Run 1, wiring by layer:
(6 px per um) Only two layers are drawn.
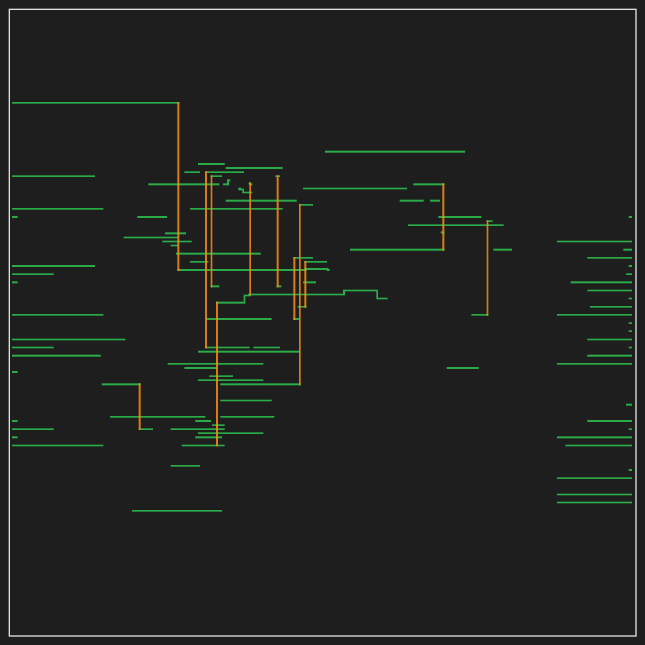
Run 1, the clock network:
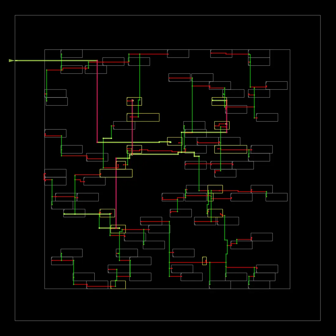
Run 1, I/O nets highlighted:
(4 px per um)
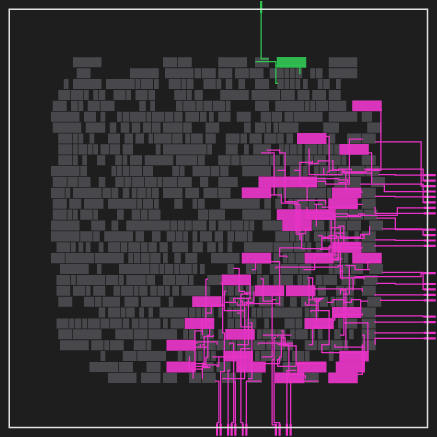
File: config.mk
export PLATFORM = sky130hd
export DESIGN_NAME = core_run_controller
export DESIGN_NICKNAME = d
export VERILOG_FILES = /design/src/rtl/core_ctrl_pkg.sv /design/src/rtl/sat_counter.sv /design/src/rtl/core_run_controller.sv
export SDC_FILE = /design/constraint.sdc
export NUM_CORES = 1
export LEC_CHECK = 0
export CAP_MARGIN = 10
export CORE_MARGIN = 10
export CORE_UTILIZATION = 57
export DETAILED_ROUTE_END_ITERATION = 6
export GPL_TIMING_DRIVEN = 0
export PLACE_DENSITY = 0.88
export SYNTH_ARGS = -nofsm -noshare
export SYNTH_HDL_FRONTEND = slang
export SYNTH_SLANG_ARGS = --single-unit
File: constraint.sdc
create_clock -name clk -period 5.65 [get_ports clk]
set_input_delay 1.13 -clock clk [delete_from_list [all_inputs] [get_ports clk]]
set_output_delay 1.13 -clock clk [all_outputs]
set_load 0.005 [all_outputs]
File: src/rtl/core_ctrl_pkg.sv
// Shared definitions for the core run controller: sequencer state encoding and
// default parameter values.
package core_ctrl_pkg;

    typedef enum logic [1:0] {
        StIdle  = 2'd0,
        StReset = 2'd1,
        StRun   = 2'd2,
        StDone  = 2'd3
    } ctrl_state_e;

    localparam int unsigned DefResetCycles = 2;
    localparam int unsigned DefRunCycles   = 5;
    localparam int unsigned DefCntW        = 32;
    localparam bit          DefAutoStart   = 1'b1;
    localparam bit          DefHaltEn      = 1'b1;

endpackage

File: src/rtl/sat_counter.sv
// Up-counter with synchronous clear and increment enable that sticks at all-ones
// instead of wrapping.
module sat_counter #(
    parameter int unsigned Width = 8
) (
    input  logic             clk_i,
    input  logic             rst_ni,
    input  logic             clr_i,
    input  logic             inc_i,
    output logic [Width-1:0] count_o
);

    logic [Width-1:0] count_d, count_q;

    always_comb begin
        count_d = count_q;
        if (clr_i) begin
            count_d = '0;
        end else if (inc_i && !(&count_q)) begin
            count_d = count_q + Width'(1);
        end
    end

    always_ff @(posedge clk_i) begin
        if (!rst_ni) begin
            count_q <= '0;
        end else begin
            count_q <= count_d;
        end
    end

    assign count_o = count_q;

endmodule

File: src/rtl/core_run_controller.sv
// Reset/run sequencer for the single-cycle core: holds the core in reset, runs it
// until halt or budget expiry, and reports cycle/retire counts and end status.
module core_run_controller
    import core_ctrl_pkg::*;
#(
    parameter int unsigned RESET_CYCLES = DefResetCycles,
    parameter int unsigned RUN_CYCLES   = DefRunCycles,
    parameter int unsigned CNT_W        = DefCntW,
    parameter bit          AUTO_START   = DefAutoStart,
    parameter bit          HALT_EN      = DefHaltEn
) (
    input  logic             clk,
    input  logic             rst_l,
    input  logic             start,
    input  logic             halt_in,
    input  logic             retire,
    output logic             core_rst_l,
    output logic             running,
    output logic             done,
    output logic             halted,
    output logic             timed_out,
    output logic [CNT_W-1:0] cycle_count,
    output logic [CNT_W-1:0] retire_count
);

    localparam int unsigned      HoldW    = $clog2(RESET_CYCLES + 1);
    localparam logic [HoldW-1:0] HoldLast = HoldW'(RESET_CYCLES - 1);
    localparam logic [CNT_W-1:0] RunLimit = CNT_W'(RUN_CYCLES);

    ctrl_state_e      state_d, state_q;
    logic [HoldW-1:0] hold_d, hold_q;
    logic             core_rst_l_d, core_rst_l_q;
    logic             running_d, running_q;
    logic             done_d, done_q;
    logic             halted_d, halted_q;
    logic             timed_out_d, timed_out_q;
    logic             cnt_clr;
    logic [CNT_W-1:0] cycle_next;

    // Value cycle_count takes at this edge, so the budget check sees the counted cycle.
    assign cycle_next = (&cycle_count) ? cycle_count : cycle_count + CNT_W'(1);

    always_comb begin
        state_d     = state_q;
        hold_d      = hold_q;
        halted_d    = halted_q;
        timed_out_d = timed_out_q;
        cnt_clr     = 1'b0;
        unique case (state_q)
            StIdle: begin
                if (AUTO_START || start) begin
                    state_d = StReset;
                    hold_d  = '0;
                end
            end
            StReset: begin
                if (hold_q == HoldLast) begin
                    state_d = StRun;
                end else begin
                    hold_d = hold_q + HoldW'(1);
                end
            end
            StRun: begin
                if (HALT_EN && halt_in) begin
                    state_d  = StDone;
                    halted_d = 1'b1;
                end else if ((RUN_CYCLES != 0) && (cycle_next == RunLimit)) begin
                    state_d     = StDone;
                    timed_out_d = 1'b1;
                end
            end
            StDone: begin
                if (start) begin
                    state_d     = StReset;
                    hold_d      = '0;
                    halted_d    = 1'b0;
                    timed_out_d = 1'b0;
                    cnt_clr     = 1'b1;
                end
            end
            default: state_d = StIdle;
        endcase
        core_rst_l_d = (state_d == StRun);
        running_d    = (state_d == StRun);
        done_d       = (state_d == StDone);
    end

    always_ff @(posedge clk) begin
        if (!rst_l) begin
            state_q      <= StIdle;
            hold_q       <= '0;
            core_rst_l_q <= 1'b0;
            running_q    <= 1'b0;
            done_q       <= 1'b0;
            halted_q     <= 1'b0;
            timed_out_q  <= 1'b0;
        end else begin
            state_q      <= state_d;
            hold_q       <= hold_d;
            core_rst_l_q <= core_rst_l_d;
            running_q    <= running_d;
            done_q       <= done_d;
            halted_q     <= halted_d;
            timed_out_q  <= timed_out_d;
        end
    end

    sat_counter #(
        .Width (CNT_W)
    ) u_cycle_cnt (
        .clk_i   (clk),
        .rst_ni  (rst_l),
        .clr_i   (cnt_clr),
        .inc_i   (state_q == StRun),
        .count_o (cycle_count)
    );

    sat_counter #(
        .Width (CNT_W)
    ) u_retire_cnt (
        .clk_i   (clk),
        .rst_ni  (rst_l),
        .clr_i   (cnt_clr),
        .inc_i   ((state_q == StRun) && retire),
        .count_o (retire_count)
    );

    assign core_rst_l = core_rst_l_q;
    assign running    = running_q;
    assign done       = done_q;
    assign halted     = halted_q;
    assign timed_out  = timed_out_q;

endmodule

==> impl_metrics.env, run 1 <==
# physical design summary
export IMPL_die_area_um2=10900
export IMPL_final_common_cell="nor2_1"
export IMPL_status="complete, no violations"
export IMPL_fin_ws_ns=2.64
export IMPL_use_met3=0.0551
export IMPL_intPower_mw=0.830
export IMPL_r2r_slack_ns=2.79
export IMPL_synthCells=492
export IMPL_cts_root_to_sink_buffers=2
export IMPL_grt_antenna_before_repair=0
export IMPL_slowest_stage="clkdlybuf4s50_1"
export IMPL_pwr_share_seq=0.489
export IMPL_inverters=14
export IMPL_switchingPower_mw=0.221
export IMPL_hold_ws_ns=0.501
export IMPL_path_delay_family="simple AND/OR/NAND/NOR gates"
export IMPL_largestClassByArea="logic gates"
export IMPL_hold_path_depth=1
export IMPL_rows=30
export IMPL_syn_to_final_growth_pct=27.1
export IMPL_reg2reg_from="u_cycle_cnt.count_o[0]"
export IMPL_fin_area_um2=5140
export IMPL_path_cells="clkdlybuf4s50_1 > nand3b_1 > or2_1 > or4_1 > clkbuf_1 > or3_1 > a21oi_1"
export IMPL_fin_skew_ns=0.0141
export IMPL_grt_busiest_layer="met2"
export IMPL_ir_drop_v=0.000104
export IMPL_endpoint_kind="flop"
export IMPL_use_met2=0.312
export IMPL_pg_seq_mw=0.514
export IMPL_tritoncts="built"
export IMPL_power_leader="registers"
export IMPL_rsz0062_at_grt="no"
export IMPL_power_leakage_nw=1.73
export IMPL_worst_pin_slew_ns=0.733
export IMPL_clockNetworkAreaShare=0.0477
export IMPL_p_clk_mw=0.502
export IMPL_aoi_share=0.0808
export IMPL_critical_path_arrival_ns=3.28
export IMPL_setup_violations_final=0
export IMPL_dr_wl_met3_um=765
export IMPL_place_congestion=0.943
export IMPL_n_tap_cell=96
export IMPL_r2r_end="done"
export IMPL_path_depth=7
export IMPL_top_logic_kind="simple AND/OR/NAND/NOR gates"
export IMPL_firstDrtPassIters=5
export IMPL_powerDensity_nw_per_um2=205
export IMPL_finalSetupTns_ns=0
export IMPL_relSlewSlack=0.508
export IMPL_synth_cell_types=60
export IMPL_dieWidth_um=104
export IMPL_placed_area_um2=4890
export IMPL_grt_pass1_wl_um=18100
export IMPL_total_power_mw=1.05
export IMPL_grt_max_degree=13
export IMPL_syn_nets=500
export IMPL_final_comb_area_um2=2390
export IMPL_ff_type="dfxtp_1"
export IMPL_finalCritPeriodShare=0.533
About 'wiring by layer':
Key: orange = met4 [wire length 218 um]; green = met3 [wire length 766 um]
Total Wirelength: 10,500 um
GRT Resource Usage Total: 0.192
vias: 3,851
routed length per instance: 15.5 um

About 'the clock network':
Worst-Skew Late Latency: 0.35 ns
CTS buffer count: 9
flip-flops: 72

About 'I/O nets highlighted':
Key: green = `halted` [bits 1, direction output, edge north, end cells 1, buffers 1, wire 34.2 um]; magenta = `retire_count` [bits 32, direction output, edge 21 east, 11 south, end cells 32, buffers 32, wire 1,510 um]
IO Count: 74
I/O Buffers: 73

[run 1: cell usage after synthesis, types with 11 or more instances]
| cell type | count | share of area |
|---|---|---|
| xnor2_1 | 34 | 0.074 |
| nor2_1 | 88 | 0.082 |
| nand4_1 | 23 | 0.036 |
| nand2_1 | 32 | 0.030 |
| nor3_1 | 19 | 0.024 |
| o21ai_0 | 11 | 0.014 |
| or3_1 | 12 | 0.019 |
| inv_1 | 14 | 0.013 |
| nand3_1 | 31 | 0.038 |
| dfxtp_1 | 72 | 0.36 |
| xor2_1 | 33 | 0.072 |
[run 1: metrics by stage]
stage          utilization  std cells
6_report             0.752        677
5_1_grt              0.752        677
4_1_cts              0.752        677
3_5_place_dp         0.716        661
3_3_place_gp         0.716        661
2_1_floorplan            -        492
Run 1, met2 routing:
(4 px per um)
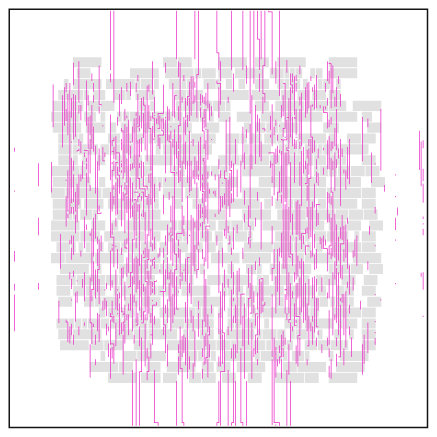

--- run 2 (diff from run 1) ---
- CORE_UTILIZATION: 57 -> 53
- PLACE_DENSITY: 0.88 -> 0.83
- clock period: 5.65 -> 3.05 ns (I/O delays scaled with it)
Run 2, met2 routing:
(3 px per um)
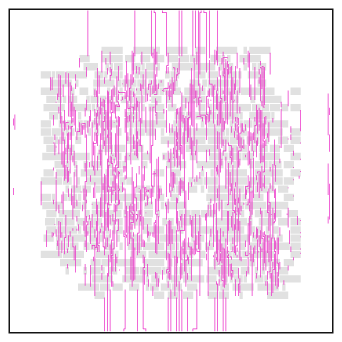
The longest straight run is 33.7 um. The layer holds 47% of the routed length. The layer carries 4,900 um of wire.
Total Wirelength: 10,500 um
vias: 3,823
GR Util met2: 0.299

==> impl_metrics.env, run 2 <==
# physical design summary
export IMPL_inverters=14
export IMPL_syn_nets=500
export IMPL_grt_antenna_before_repair=0
export IMPL_grt_max_degree=13
export IMPL_pwr_share_seq=0.466
export IMPL_largestClassByArea="logic gates"
export IMPL_final_comb_area_um2=2390
export IMPL_intPower_mw=1.62
export IMPL_utilization=0.704
export IMPL_topCellsByArea="dfxtp_1 (36%), nor2_1 (8.2%), xnor2_1 (7.4%)"
export IMPL_dr_wl_met3_um=908
export IMPL_aoi_share=0.0808
export IMPL_endpoint_kind="flop"
export IMPL_top_cells_by_count="nor2_1 (88), dfxtp_1 (72), xnor2_1 (34), xor2_1 (33), nand2_1 (32)"
export IMPL_most_common_cell="nor2_1"
export IMPL_finalSetupTns_ns=0
export IMPL_fin_skew_ns=0.00704
export IMPL_top_area_cell="dfxtp_1"
export IMPL_n_tap_cell=99
export IMPL_numPortBuffers=73
export IMPL_switchingPower_mw=0.424
export IMPL_cts_buffers=9
export IMPL_powerDensity_nw_per_um2=395
export IMPL_clock_latency_ns=0.36
export IMPL_clockNetworkAreaShare=0.0516
export IMPL_relSlewSlack=0.507
export IMPL_status="complete, no violations"
export IMPL_cts_root_to_sink_buffers=2
export IMPL_finalCritPeriodShare=0.948
export IMPL_fin_ws_ns=0.159
export IMPL_r2r_end="done"
export IMPL_synth_cell_types=60
export IMPL_ff_type="dfxtp_1"
export IMPL_netlist_area_leader_share=0.357
export IMPL_syn_to_final_growth_pct=27.7
Run 2, wiring by layer:
(6 px per um) Only two layers are drawn.
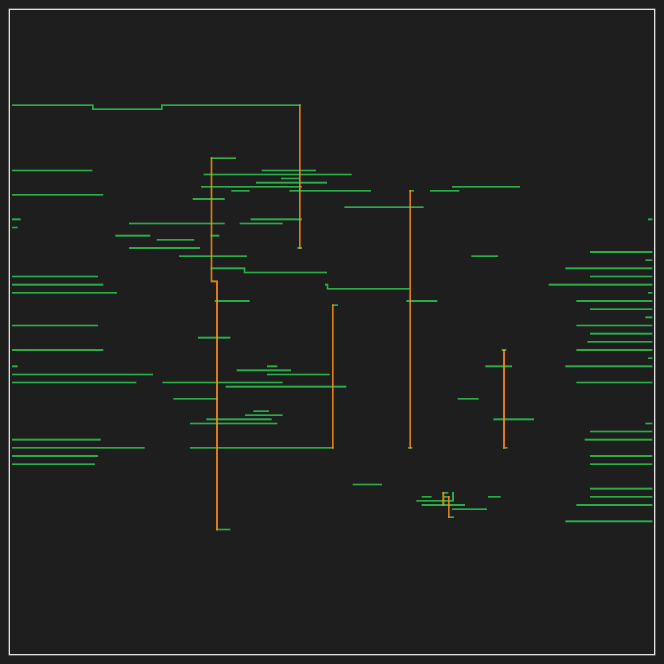
Key: green = met3 [wire length 909 um]; orange = met4 [wire length 175 um]
routed length per instance: 15.5 um
GRT Resource Usage Total: 0.184

-- run 2: netlist changes by cell type in the layout (fill, tap and decap cells not counted), sizes merged --
| cell | previous run | this run |
|---|---|---|
| bufinv | 3 | 4 |
| clkbuf | 26 | 25 |
| clkinv | 2 | 1 |
-- run 2: stage by stage --
stage                     power [mW]  instance area [um^2]
after global routing            2.10                  5160
after global placement          1.04                  4900
after floorplan                 1.01                  4040
final                           2.04                  5160
after CTS                       2.05                  5160
after detailed placement        1.04                  4900
-- run 2: routing by layer --
metal  up-vias  GRT usage
met3        18     0.0545
li1       1897          -
met4         0     0.0677
met5         -          0
met1      1765      0.224
met2       143      0.299
Run 2, the clock network:
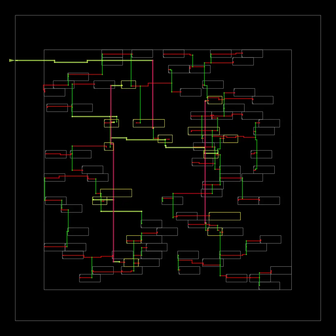

--- run 3 (diff from run 2) ---
- PLACE_DENSITY: 0.83 -> 0.87
Run 3, the clock network:
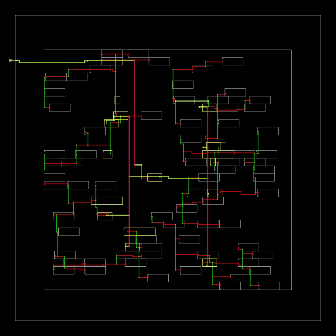
clk_skew: 0.00750 ns
clk pwr: 0.898 mW
clock buffers: 9
clk sinks: 72

Run 3, wiring by layer:
(6 px per um) Only two layers are drawn.
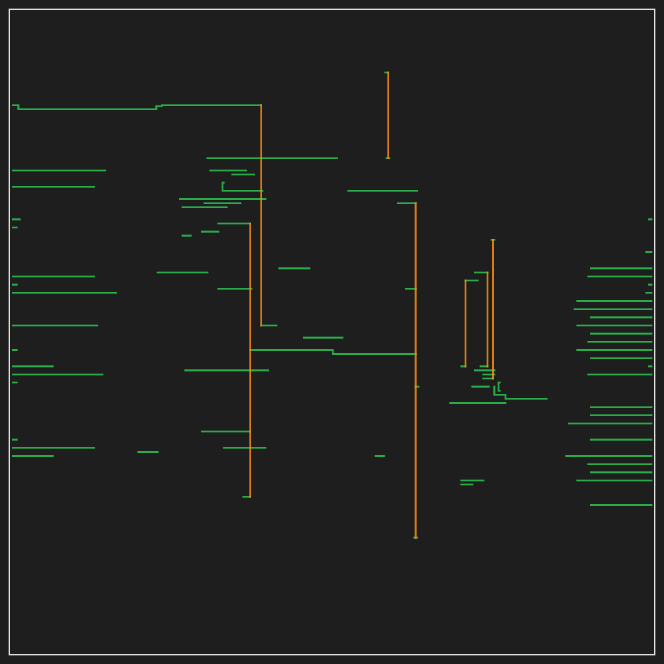
routed length per instance: 15.9 um
vias: 3,838
GRT Resource Usage Total: 0.186
Total Wirelength: 10,800 um

==> impl_metrics.env, run 3 <==
# physical design summary
export IMPL_final_cells=679
export IMPL_seq_cell_count=72
export IMPL_largestClassByArea="logic gates"
export IMPL_placed_area_um2=4900
export IMPL_fin_ws_ns=0.231
export IMPL_total_power_mw=1.91
export IMPL_finalSetupTns_ns=0
export IMPL_fp_util=0.551
export IMPL_grt_max_degree=13
export IMPL_grt_antenna_before_repair=0
export IMPL_endpoint_kind="flop"
export IMPL_status="complete, no violations"
export IMPL_fmax_mhz=355
export IMPL_syn_nets=500
export IMPL_cts_root_to_sink_buffers=2
export IMPL_relSlewSlack=0.482
export IMPL_cts_buffers=9
export IMPL_intPower_mw=1.51
export IMPL_utilization=0.700
export IMPL_use_met3=0.0389
export IMPL_synth_cell_types=60
export IMPL_use_met2=0.310
export IMPL_rsz0062_at_grt="no"
export IMPL_top_cells_by_count="nor2_1 (88), dfxtp_1 (72), xnor2_1 (34), xor2_1 (33), nand2_1 (32)"
export IMPL_switchingPower_mw=0.407
export IMPL_hold_viol_final=0
export IMPL_finalCritPeriodShare=0.924
export IMPL_ff_type="dfxtp_1"
export IMPL_netlist_area_leader_share=0.357
export IMPL_pwr_share_seq=0.497
export IMPL_topCellsByArea="dfxtp_1 (36%), nor2_1 (8.2%), xnor2_1 (7.4%)"
export IMPL_ir_drop_v=0.000219
export IMPL_clockNetworkAreaShare=0.0454
export IMPL_grt_util_met1=0.227
export IMPL_inverters=14
export IMPL_top_area_cell="dfxtp_1"
export IMPL_drt_first_iter_violations=205
export IMPL_clock_latency_ns=0.35
export IMPL_r2r_end="state_q[0]"
export IMPL_final_comb_area_um2=2390
export IMPL_final_common_cell="nor2_1"
export IMPL_grt_busiest_layer="met2"
export IMPL_syn_to_final_growth_pct=26.9
export IMPL_fin_area_um2=5130
export IMPL_powerDensity_nw_per_um2=373
export IMPL_first_global_vias=3676
export IMPL_n_tap_cell=99
export IMPL_ys_cells=492
-- run 3: cell counts after synthesis --
No cell type changed its count.
-- run 3: metal layers --
metal  vias to the layer above  share of wire
met2                       115           0.48
met4                         0          0.019
met3                        19          0.057
li1                       1888              -
met1                      1816           0.44
met5                         -              0
-- run 3: logic make-up (layout without fill, tap and decap cells) --
kind of cell | Yosys count | count (layout) | share of synthesized area
simple gates | 263 | 263 | 0.347
flops | 72 | 72 | 0.357
xor+xnor | 67 | 67 | 0.145
compound gates | 44 | 44 | 0.0808
buf+inv | 39 | 127 | 0.0508
mux | 4 | 4 | 0.00991
fa+ha+maj | 3 | 3 | 0.00929
-- run 3: tightest hold or removal path, cell delays in order (launching register included) --
cell	delay, ns
dfxtp_1	0.33
a21oi_1	0.06
nor2_1	0.07
Power and IR drop assume default switching activity.
